### src/rtl/hazard_ctrl.sv
// -----------------------------------------------------------------------------
// hazard_ctrl
// Hazard and sequencing controller for a 5-stage (F/D/E/M/W) pipeline.
//   - stall/flush controls for the four pipeline registers
//   - E-stage ALU operand forwarding selects (M has priority over W)
//   - pipeline freeze while a multi-cycle data-memory access in M is pending
//   - saturating stall-cycle performance counter
//
// Optional build macro: HAZ_MEM_TIMEOUT_EN
//   Defined   : a wait counter bounds MEM_WAIT to TIMEOUT_CYC cycles. On expiry
//               the FSM returns to RUN and err_timeout sets (sticky until reset).
//   Undefined : MEM_WAIT persists until mem_ack_M; err_timeout is tied 0.
//
// Ports
//   i_clk                 clock, rising edge
//   i_rst                 synchronous reset, active low
//   rs1_addr_D/rs2_addr_D source registers of the instruction in D
//   rs1_addr_E/rs2_addr_E source registers of the instruction in E
//   rd_addr_E/M/W         destination registers in E, M, W
//   rd_wren_E/M/W         register write enables in E, M, W
//   wb_sel_E              write-back select in E (WB_MEM_CODE marks a load)
//   mispred_E             branch/jump in E mispredicted
//   mem_req_M/mem_ack_M   data-memory request (level) / completion in M
//   stall_F/D/E/M         hold PC / IF-ID / ID-EX / EX-MEM
//   flush_D/E/W           bubble into IF-ID / ID-EX / MEM-WB
//   fwd_a_sel/fwd_b_sel   00 regfile, 01 from W, 10 from M
//   stall_cnt             saturating count of cycles with stall_F=1
//   err_timeout           sticky memory timeout flag
// -----------------------------------------------------------------------------
module hazard_ctrl #(
    parameter logic [1:0] WB_MEM_CODE = 2'b01,
    parameter int         CNT_W       = 32,
    parameter int         TIMEOUT_CYC = 256
) (
    input  logic             i_clk,
    input  logic             i_rst,
    input  logic [4:0]       rs1_addr_D,
    input  logic [4:0]       rs2_addr_D,
    input  logic [4:0]       rs1_addr_E,
    input  logic [4:0]       rs2_addr_E,
    input  logic [4:0]       rd_addr_E,
    input  logic [4:0]       rd_addr_M,
    input  logic [4:0]       rd_addr_W,
    input  logic             rd_wren_E,
    input  logic             rd_wren_M,
    input  logic             rd_wren_W,
    input  logic [1:0]       wb_sel_E,
    input  logic             mispred_E,
    input  logic             mem_req_M,
    input  logic             mem_ack_M,
    output logic             stall_F,
    output logic             stall_D,
    output logic             stall_E,
    output logic             stall_M,
    output logic             flush_D,
    output logic             flush_E,
    output logic             flush_W,
    output logic [1:0]       fwd_a_sel,
    output logic [1:0]       fwd_b_sel,
    output logic [CNT_W-1:0] stall_cnt,
    output logic             err_timeout
);

    typedef enum logic {RUN, MEM_WAIT} state_t;

    state_t           state_reg, state_next;
    logic [CNT_W-1:0] stall_cnt_reg;
    logic             freeze;
    logic             load_use;
    logic             timeout_hit;

    // ---------------------------------------------------------------------
    // Forwarding: one identical selector per E-stage operand.
    // ---------------------------------------------------------------------
    logic [1:0][4:0] rs_e;
    logic [1:0][1:0] fwd_raw;

    assign rs_e = {rs2_addr_E, rs1_addr_E};

    genvar gi;
    generate
        for (gi = 0; gi < 2; gi++) begin : g_fwd
            // x0 is hardwired zero, so a write to it is never forwarded.
            assign fwd_raw[gi] =
                (rd_wren_M && (rd_addr_M != 5'd0) && (rd_addr_M == rs_e[gi])) ? 2'b10 :
                (rd_wren_W && (rd_addr_W != 5'd0) && (rd_addr_W == rs_e[gi])) ? 2'b01 :
                                                                               2'b00;
        end
    endgenerate

    assign load_use = (wb_sel_E == WB_MEM_CODE) && rd_wren_E && (rd_addr_E != 5'd0) &&
                      ((rd_addr_E == rs1_addr_D) || (rd_addr_E == rs2_addr_D));

    // Freeze drops in the ack (or timeout) cycle itself so the pipeline
    // advances with no extra bubble after the memory completes.
    assign freeze = ((state_reg == MEM_WAIT) && !mem_ack_M && !timeout_hit) ||
                    ((state_reg == RUN) && mem_req_M && !mem_ack_M);

`ifdef HAZ_MEM_TIMEOUT_EN
    localparam int WAIT_W = (TIMEOUT_CYC > 1) ? $clog2(TIMEOUT_CYC) : 1;

    logic [WAIT_W-1:0] wait_cnt_reg;
    logic              err_timeout_reg;

    assign timeout_hit = (state_reg == MEM_WAIT) && !mem_ack_M &&
                         (wait_cnt_reg == WAIT_W'(TIMEOUT_CYC - 1));

    // Held at zero while in RUN so it starts from 0 on MEM_WAIT entry.
    always_ff @(posedge i_clk) begin
        if (!i_rst) begin
            wait_cnt_reg    <= '0;
            err_timeout_reg <= 1'b0;
        end else begin
            if (state_reg == RUN)
                wait_cnt_reg <= '0;
            else
                wait_cnt_reg <= wait_cnt_reg + WAIT_W'(1);
            if (timeout_hit)
                err_timeout_reg <= 1'b1;
        end
    end

    assign err_timeout = err_timeout_reg;
`else
    // TIMEOUT_CYC has no effect in this build.
    logic unused_timeout_cfg;
    assign unused_timeout_cfg = (TIMEOUT_CYC > 0);
    assign timeout_hit        = 1'b0;
    assign err_timeout        = 1'b0;
`endif

    // ---------------------------------------------------------------------
    // FSM state register and stall counter
    // ---------------------------------------------------------------------
    always_ff @(posedge i_clk) begin
        if (!i_rst) begin
            state_reg     <= RUN;
            stall_cnt_reg <= '0;
        end else begin
            state_reg <= state_next;
            if (stall_F && !(&stall_cnt_reg))
                stall_cnt_reg <= stall_cnt_reg + CNT_W'(1);
        end
    end

    assign stall_cnt = stall_cnt_reg;

    // ---------------------------------------------------------------------
    // Next state and pipeline controls. Priority: reset, freeze,
    // mispredict, load-use.
    // ---------------------------------------------------------------------
    always_comb begin
        state_next = state_reg;
        stall_F    = 1'b0;
        stall_D    = 1'b0;
        stall_E    = 1'b0;
        stall_M    = 1'b0;
        flush_D    = 1'b0;
        flush_E    = 1'b0;
        flush_W    = 1'b0;
        fwd_a_sel  = 2'b00;
        fwd_b_sel  = 2'b00;

        case (state_reg)
            RUN:      if (mem_req_M && !mem_ack_M) state_next = MEM_WAIT;
            MEM_WAIT: if (mem_ack_M || timeout_hit) state_next = RUN;
            default:  state_next = RUN;
        endcase

        if (!i_rst) begin
            flush_D = 1'b1;
            flush_E = 1'b1;
            flush_W = 1'b1;
        end else begin
            fwd_a_sel = fwd_raw[0];
            fwd_b_sel = fwd_raw[1];
            if (freeze) begin
                // Hold F..M; M keeps retrying so W must see a bubble.
                stall_F = 1'b1;
                stall_D = 1'b1;
                stall_E = 1'b1;
                stall_M = 1'b1;
                flush_W = 1'b1;
            end else if (mispred_E) begin
                flush_D = 1'b1;
                flush_E = 1'b1;
            end else if (load_use) begin
                stall_F = 1'b1;
                stall_D = 1'b1;
                flush_E = 1'b1;
            end
        end
    end

endmodule

### config.mk
export PLATFORM = sky130hd
export DESIGN_NAME = hazard_ctrl
export DESIGN_NICKNAME = d
export VERILOG_FILES = /design/src/rtl/hazard_ctrl.sv
export SDC_FILE = /design/constraint.sdc
export NUM_CORES = 1
export LEC_CHECK = 0
export CAP_MARGIN = 10
export CORE_MARGIN = 1
export CORE_UTILIZATION = 44
export DETAILED_ROUTE_END_ITERATION = 7
export GPL_TIMING_DRIVEN = 0
export PLACE_DENSITY = 0.81
export SYNTH_ARGS = -nofsm -noshare
export SYNTH_HDL_FRONTEND = slang
export SYNTH_SLANG_ARGS = --single-unit
export TNS_END_PERCENT = 10
### constraint.sdc
create_clock -name i_clk -period 2.7 [get_ports i_clk]
set_clock_uncertainty 0.05 [all_clocks]
set_input_delay 0.405 -clock i_clk [delete_from_list [all_inputs] [get_ports i_clk]]
set_output_delay 0.405 -clock i_clk [all_outputs]
set_load 0.01 [all_outputs]
==> flow_metrics.env, run 1 <==
# physical design summary
export IMPL_status="finished clean"
export IMPL_use_met1=0.281
export IMPL_drive_above_1_share=0.120
export IMPL_signal_buffers=105
export IMPL_dp_worst_setup_slack_ns=-0.528
export IMPL_worst_path_buf_inv=2
export IMPL_synth_cells=269
export IMPL_use_met2=0.400
export IMPL_tightest_slew_ns=0.562
export IMPL_comb_share=0.440
export IMPL_cts_tree="built"
export IMPL_ys_seq_frac=0.299
export IMPL_dr_wl_met2_mm=3.14
export IMPL_grt_pass1_vias=2142
export IMPL_postRouteAntennaNets=0
export IMPL_top_layer="met4"
export IMPL_p_leak_uw=0.00116
export IMPL_setup_viol=0
export IMPL_die_y_um=72.9
export IMPL_cts_buffer_depth=2
export IMPL_grt_setup_unrepaired="true"
export IMPL_clk_pin_slew_worst_paths_ns=0.06
export IMPL_fp_util=0.462
export IMPL_grt_pass1_wl_mm=9.65
export IMPL_syn_mean_instance_area_um2=8.22
export IMPL_first_pass_iters=4
export IMPL_final_util=0.706
export IMPL_tool_warnings=28
export IMPL_maxSlewHeadroom=0.622
export IMPL_rows=25
export IMPL_hold_viol=0
export IMPL_fin_crit_sh=0.983
export IMPL_grt_start_max_net_pins=11
export IMPL_finalCriticalPeriod_ns=2.65
export IMPL_syn_nets=315
export IMPL_crit_path_cell_trace="clkdlybuf4s50_1 -> or4_1 -> o211ai_1 -> or4_1 -> nor4_1 -> clkdlybuf4s15_2"
export IMPL_dpl_cell_count=423
export IMPL_rrSetupSlack_ns=0.17
## run 1: timing repair
action / 4_1_cts / 5_1_grt
buffers inserted: 0 / 4
resized: 19 / 18
endpoints found under the setup margin: 10 / 21
hold endpoints to repair: 0 / 0
pin swaps: 2 / 5
## run 1: kinds of logic (layout without fill, tap and decap cells)
family | after synthesis | count (layout) | synth area share
compound gates | 64 | 64 | 0.195
xor+xnor | 31 | 31 | 0.123
fa+ha+maj | 1 | 1 | 0.00566
buf+inv | 22 | 121 | 0.0588
flops | 33 | 33 | 0.299
mux | 4 | 4 | 0.0181
other cells | 1 | 1 | 0.00170
simple gates | 113 | 113 | 0.300
## run 1: power breakdown
group | switching (uW) | internal, uW | total [uW]
sequential | 3.06 | 489 | 492
clock | 186 | 301 | 486
combinational | 96.0 | 118 | 214
## run 1: worst min-delay path, stage by stage (launching register included)
cell and delay (ns):
dfxtp_1 0.34, nand2_1 0.07, mux2i_1 0.05
## run 1: path summary, 6_finish.rpt
path / cells after the start / startpoint / end
max: 6 / rd_addr_W[2] / fwd_a_sel[0]
min: 2 / stall_cnt[27]$_SDFFE_PN0P_ / stall_cnt[27]$_SDFFE_PN0P_
max reg2reg: 9 / stall_cnt[0]$_SDFFE_PN0P_ / stall_cnt[1]$_SDFFE_PN0P_
min reg2reg: 2 / stall_cnt[27]$_SDFFE_PN0P_ / stall_cnt[27]$_SDFFE_PN0P_
## run 1: placed cells by master, fill, tap and decap left out, types with 10 or more instances in the layout
cell type	synthesis	layout
clkdlybuf4s50_1	0	71
dfxtp_1	33	31
a21oi_1	22	22
nand2_1	21	21
xnor2_1	16	16
nand3_1	16	16
xor2_1	15	15
or4_1	13	12
o31ai_1	12	12
nor2_1	11	11
o21ai_0	12	11
or3_1	11	11
nand4_1	10	10
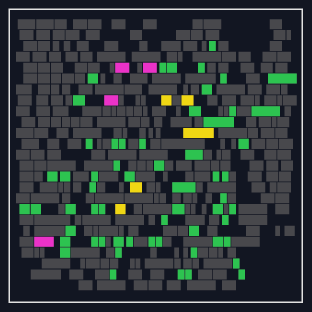
*Gate-type map, run 1*
(4 px per um)
| family | colour | cells |
|---|---|---|
| multiplexers | magenta | 4 |
| AND-OR and OR-AND gates | yellow | 5 |
| inverting AOI/OAI gates | green | 59 |
final non-filler cell total: 435
Top cell excl fill/tap: clkdlybuf4s50_1

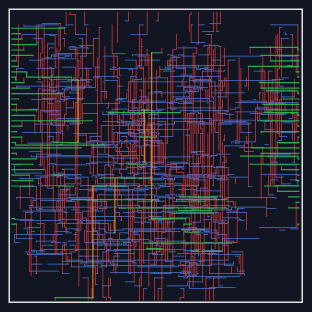
*Metal layers overlaid, run 1*
(4 px per um)
| layer | colour | wire length |
|---|---|---|
| met3 | green | 612 um |
| met1 | blue | 2,640 um |
| met2 | red | 3,140 um |
| met4 | orange | 112 um |
GRT Total Usage: 0.237
wire length per cell: 14.9 um
drt total wl: 6.50 mm
total number of vias: 2,413

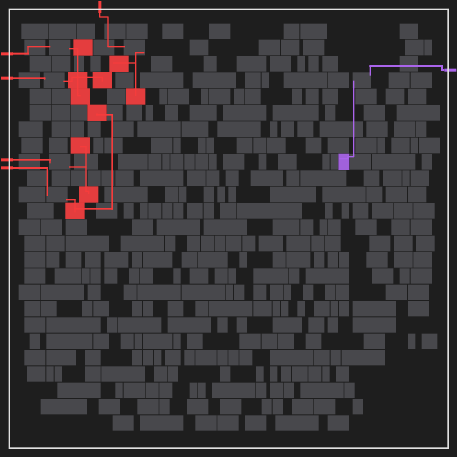
*Port wiring, run 1*
(6 px per um)
| port | colour | direction | end cells | buffers | wire |
|---|---|---|---|---|---|
| flush_E | purple | output | 1 | 1 | 29.6 um |
| rs2_addr_E | red | input | 10 | 5 | 109 um |
count of input and output buffers: 87
# IOs: 89

### Clock wiring as the flow saved it, run 1

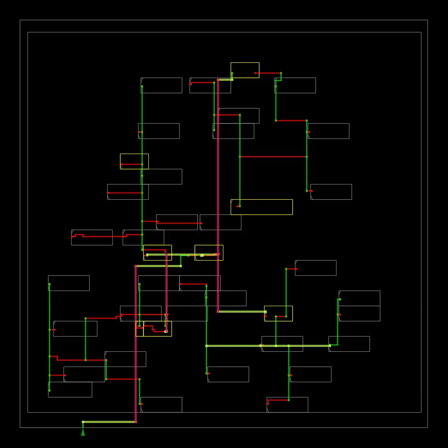

==> run 2: changes to the inputs <==
--- a/config.mk
+++ b/config.mk
@@ -6,7 +6,6 @@
 export NUM_CORES = 1
 export LEC_CHECK = 0
 export CAP_MARGIN = 10
-export CORE_MARGIN = 1
 export CORE_UTILIZATION = 44
 export DETAILED_ROUTE_END_ITERATION = 7
 export GPL_TIMING_DRIVEN = 0
==> constraint.sdc (replaced) <==
create_clock -name i_clk -period 2.7 [get_ports i_clk]
set_clock_uncertainty 0.05 [all_clocks]
set_input_delay 0.27 -clock i_clk [delete_from_list [all_inputs] [get_ports i_clk]]
set_output_delay 0.27 -clock i_clk [all_outputs]
set_load 0.01 [all_outputs]
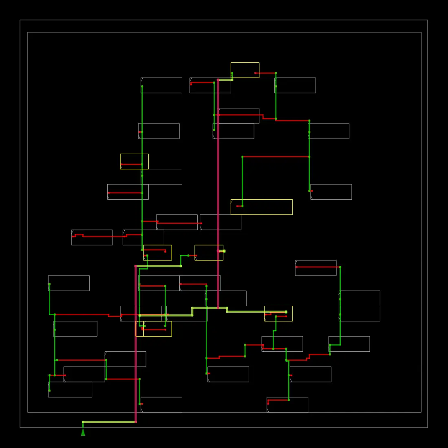
*Clock wiring as the flow saved it, run 2*
clock buf count: 7
Power Clock: 489 uW

==> flow_metrics.env, run 2 <==
# physical design summary
export IMPL_hold_viol=0
export IMPL_crit_path_cell_trace="clkdlybuf4s50_1 -> nor3_1 -> a211oi_2 -> a31oi_4 -> inv_1 -> buf_4 -> clkdlybuf4s50_1"
export IMPL_final_common_cell="clkdlybuf4s50_1"
export IMPL_dr_wl_met2_mm=3.05
export IMPL_p_int_uw=909
export IMPL_first_pass_iters=4
export IMPL_fin_crit_sh=0.959
export IMPL_dpl_cell_count=423
export IMPL_setup_viol=0
export IMPL_grt_total_usage=0.236
export IMPL_fp_util=0.462
export IMPL_die_y_um=72.9
export IMPL_hold_start="i_rst"
export IMPL_grt_pass1_vias=2124
export IMPL_vias=2411
export IMPL_use_met2=0.397
export IMPL_rows=25
export IMPL_cts_buffer_depth=2
export IMPL_status="finished clean"
export IMPL_timing_rr_start="stall_cnt[0]$_SDFFE_PN0P_"
export IMPL_grt_setup_unrepaired="false"
export IMPL_crit_end="stall_F"
export IMPL_final_cell_mix="clkdlybuf4s50_1, dfxtp_1, a21oi_1"
export IMPL_rrSetupSlack_ns=0.15
export IMPL_hold_depth=3
export IMPL_p_leak_uw=0.00108
export IMPL_ios=89
export IMPL_syn_mean_instance_area_um2=8.22
export IMPL_grt_start_max_net_pins=11
export IMPL_final_cells=432
export IMPL_combPwrFrac=0.177
export IMPL_worst_path_buf_inv=4
export IMPL_cts_setup_buffers=0
export IMPL_final_util=0.697
export IMPL_critical_path_depth=7
export IMPL_pwr_share_seq=0.413
export IMPL_timing_rr_end="stall_cnt[1]$_SDFFE_PN0P_"
export IMPL_clkPwrFrac=0.410
export IMPL_postRouteAntennaNets=0
export IMPL_routed_wl_mm=6.43
==> run 2: cell counts after synthesis <==
Identical to the previous run, type by type.
==> run 2: cell type report <==
| cell class | count | area, um2 |
|---|---|---|
| timing repair buffer | 88 | 875 |
| clock inverter | 1 | 30.0 |
| inverter | 8 | 30.0 |
| multi-input combinational | 214 | 1470 |
| buffer | 14 | 100 |
| fill | 394 | 1450 |
| tap | 67 | 83.8 |
| sequential | 33 | 663 |
| clock buffer | 7 | 86.3 |
==> run 2: power by group through the flow <==
| stage | clock network, uW | registers [uW] | logic (uW) |
|---|---|---|---|
| global route | 513 | 492 | 225 |
| finish | 489 | 492 | 210 |
| detailed placement | 0 | 502 | 201 |
| CTS | 494 | 491 | 206 |
| floorplan | 0 | 502 | 85.3 |
| global placement | 0 | 502 | 197 |
==> run 2: through the flow <==
stage / hold slack (ns) / instance area [um2] / setup slack, ns
2_1_floorplan: 0.368 / 2210 / 0.267
3_3_place_gp: 0.441 / 3170 / -0.166
3_5_place_dp: 0.447 / 3170 / -0.258
4_1_cts: 0.448 / 3300 / -0.00856
5_1_grt: 0.473 / 3330 / 0.0177
6_report: 0.447 / 3330 / 0.110
==> run 2: cell families (layout without fill, tap and decap cells) <==
| logic type | after synthesis | count (layout) | synth area share |
|---|---|---|---|
| DFF | 33 | 33 | 0.299 |
| xor gates and xnor gates | 31 | 31 | 0.123 |
| AOI/OAI and AO/OA | 64 | 64 | 0.195 |
| muxes | 4 | 4 | 0.0181 |
| and+or+nand+nor | 113 | 113 | 0.300 |
| buffers and inverters | 22 | 118 | 0.0588 |
| other | 1 | 1 | 0.00170 |
| adders and majority gates | 1 | 1 | 0.00566 |
### Metal layers overlaid, run 2

(4 px per um)
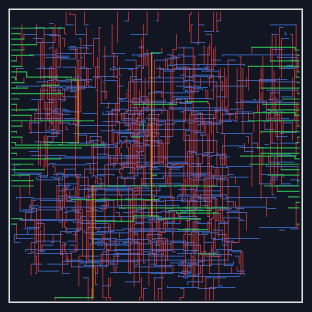

==> run 3: changes to the inputs <==
--- a/config.mk
+++ b/config.mk
@@ -8,8 +8,10 @@
 export CAP_MARGIN = 10
 export CORE_UTILIZATION = 44
 export DETAILED_ROUTE_END_ITERATION = 7
+export GPL_ROUTABILITY_DRIVEN = 1
 export GPL_TIMING_DRIVEN = 0
 export PLACE_DENSITY = 0.81
+export RECOVER_POWER = 25
 export SYNTH_ARGS = -nofsm -noshare
 export SYNTH_HDL_FRONTEND = slang
 export SYNTH_SLANG_ARGS = --single-unit
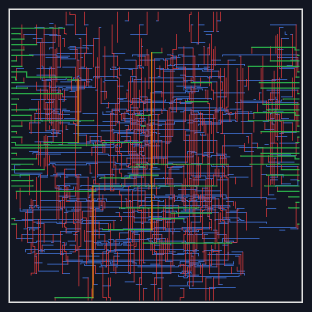
*Metal layers overlaid, run 3*
(4 px per um)
| layer | colour | wire length |
|---|---|---|
| met4 | orange | 87.7 um |
| met2 | red | 3,060 um |
| met3 | green | 593 um |
| met1 | blue | 2,630 um |
GRT Total Usage: 0.236
total number of vias: 2,431
wire length per cell: 14.8 um

==> flow_metrics.env, run 3 <==
# physical design summary
export IMPL_final_common_cell="clkdlybuf4s50_1"
export IMPL_rrSetupSlack_ns=0.17
export IMPL_ys_sh_mux=0.0181
export IMPL_syn_mean_instance_area_um2=8.22
export IMPL_comb_power_uw=210
export IMPL_rows=25
export IMPL_grt_start_max_net_pins=11
export IMPL_first_pass_iters=4
export IMPL_ys_sh_simple=0.300
export IMPL_final_cell_mix="clkdlybuf4s50_1, dfxtp_1, a21oi_1"
export IMPL_maxSlewViolCount=0
export IMPL_dp_worst_setup_slack_ns=-0.258
export IMPL_tightest_slew_ns=0.545
export IMPL_final_util=0.697
export IMPL_seq_area_um2=663
export IMPL_combPwrFrac=0.177
export IMPL_placed_area_um2=3170
export IMPL_aoi_share=0.195
export IMPL_dr_wl_met2_mm=3.06
export IMPL_die_y_um=72.9
export IMPL_dpl_cell_count=423
export IMPL_clock_sinks=33
export IMPL_final_comb_area_um2=1470
export IMPL_clkPwrFrac=0.409
export IMPL_postRouteAntennaNets=0
export IMPL_vdd_drop_max_uv=255
export IMPL_clock_power_uw=487
export IMPL_synth_adder_area_share=0.00566
export IMPL_fillers=394
export IMPL_hold_start="i_rst"
export IMPL_power_leader="registers"
export IMPL_pwr_share_seq=0.414
export IMPL_status="finished clean"
export IMPL_grt_setup_unrepaired="false"
export IMPL_p_leak_uw=0.00115
export IMPL_p_int_uw=908
export IMPL_p_seq_uw=492
export IMPL_layout_setup_ws_ns=0.106
export IMPL_cts_buffer_depth=2
export IMPL_crit_path_cell_trace="clkdlybuf4s50_1 -> nor3_1 -> a211oi_2 -> a31oi_4 -> inv_1 -> buf_4 -> clkdlybuf4s50_1"
export IMPL_timing_rr_start="stall_cnt[0]$_SDFFE_PN0P_"
export IMPL_fp_util=0.462
export IMPL_fin_crit_sh=0.961
export IMPL_hold_viol=0
export IMPL_ios=89
## run 3: netlist changes by cell type in the layout (fill, tap and decap cells not counted), sizes merged
cell	delta
clkdlybuf4s50	-18
dlygate4sd3	+18
## run 3: timing repair
action,in CTS,in global routing
endpoints found under the setup margin,5,19
pin swaps,0,1
buffers inserted,0,1
gates resized,7,6
## run 3: cells by family after synthesis
kind of cell    Yosys count
simple gates            113
compound gates           64
flops                    33
xor+xnor                 31
buf+inv                  22
mux                       4
fa+ha+maj                 1
other cells               1
## run 3: critical path: cells and delay by family
family                 cells  cell delay [ns]
AND-OR/OR-AND              2             0.64
buffers and inverters      4             1.28
AND/OR/NAND/NOR            1             0.08
## run 3: layer usage
metal / vias up / global-route usage
met1: 1118 / 0.280
met3: 8 / 0.0718
li1: 1202 / -
met5: - / 0
met2: 103 / 0.397
met4: 0 / 0.0980
## run 3: worst max path at each step
stage                                    from                         to  slack (ns)  cells past startpoint
CTS                              rd_addr_E[1]                    stall_F      -0.009                      8
detailed placement               rd_addr_E[1]                    stall_F       -0.26                      8
floorplan           stall_cnt[0]$_SDFFE_PN0P_  stall_cnt[1]$_SDFFE_PN0P_        0.27                      9
global route                     rd_addr_E[1]                    stall_F        0.02                      7
global placement                 rd_addr_E[1]                    stall_F       -0.17                      8
finish                           rd_addr_E[1]                    stall_F        0.11                      7
## run 3: layout make-up
cell class	count	area share
multi-input cells	214	0.440
repair buffers	88	0.262
flip-flops and latches	33	0.199
plain buffers	14	0.0300
clock buffers	7	0.0259
well taps	67	0.0251
clock inverters	1	0.00901
inverters	8	0.00901
No activity file was given, so power comes from the tool's default toggle rates.
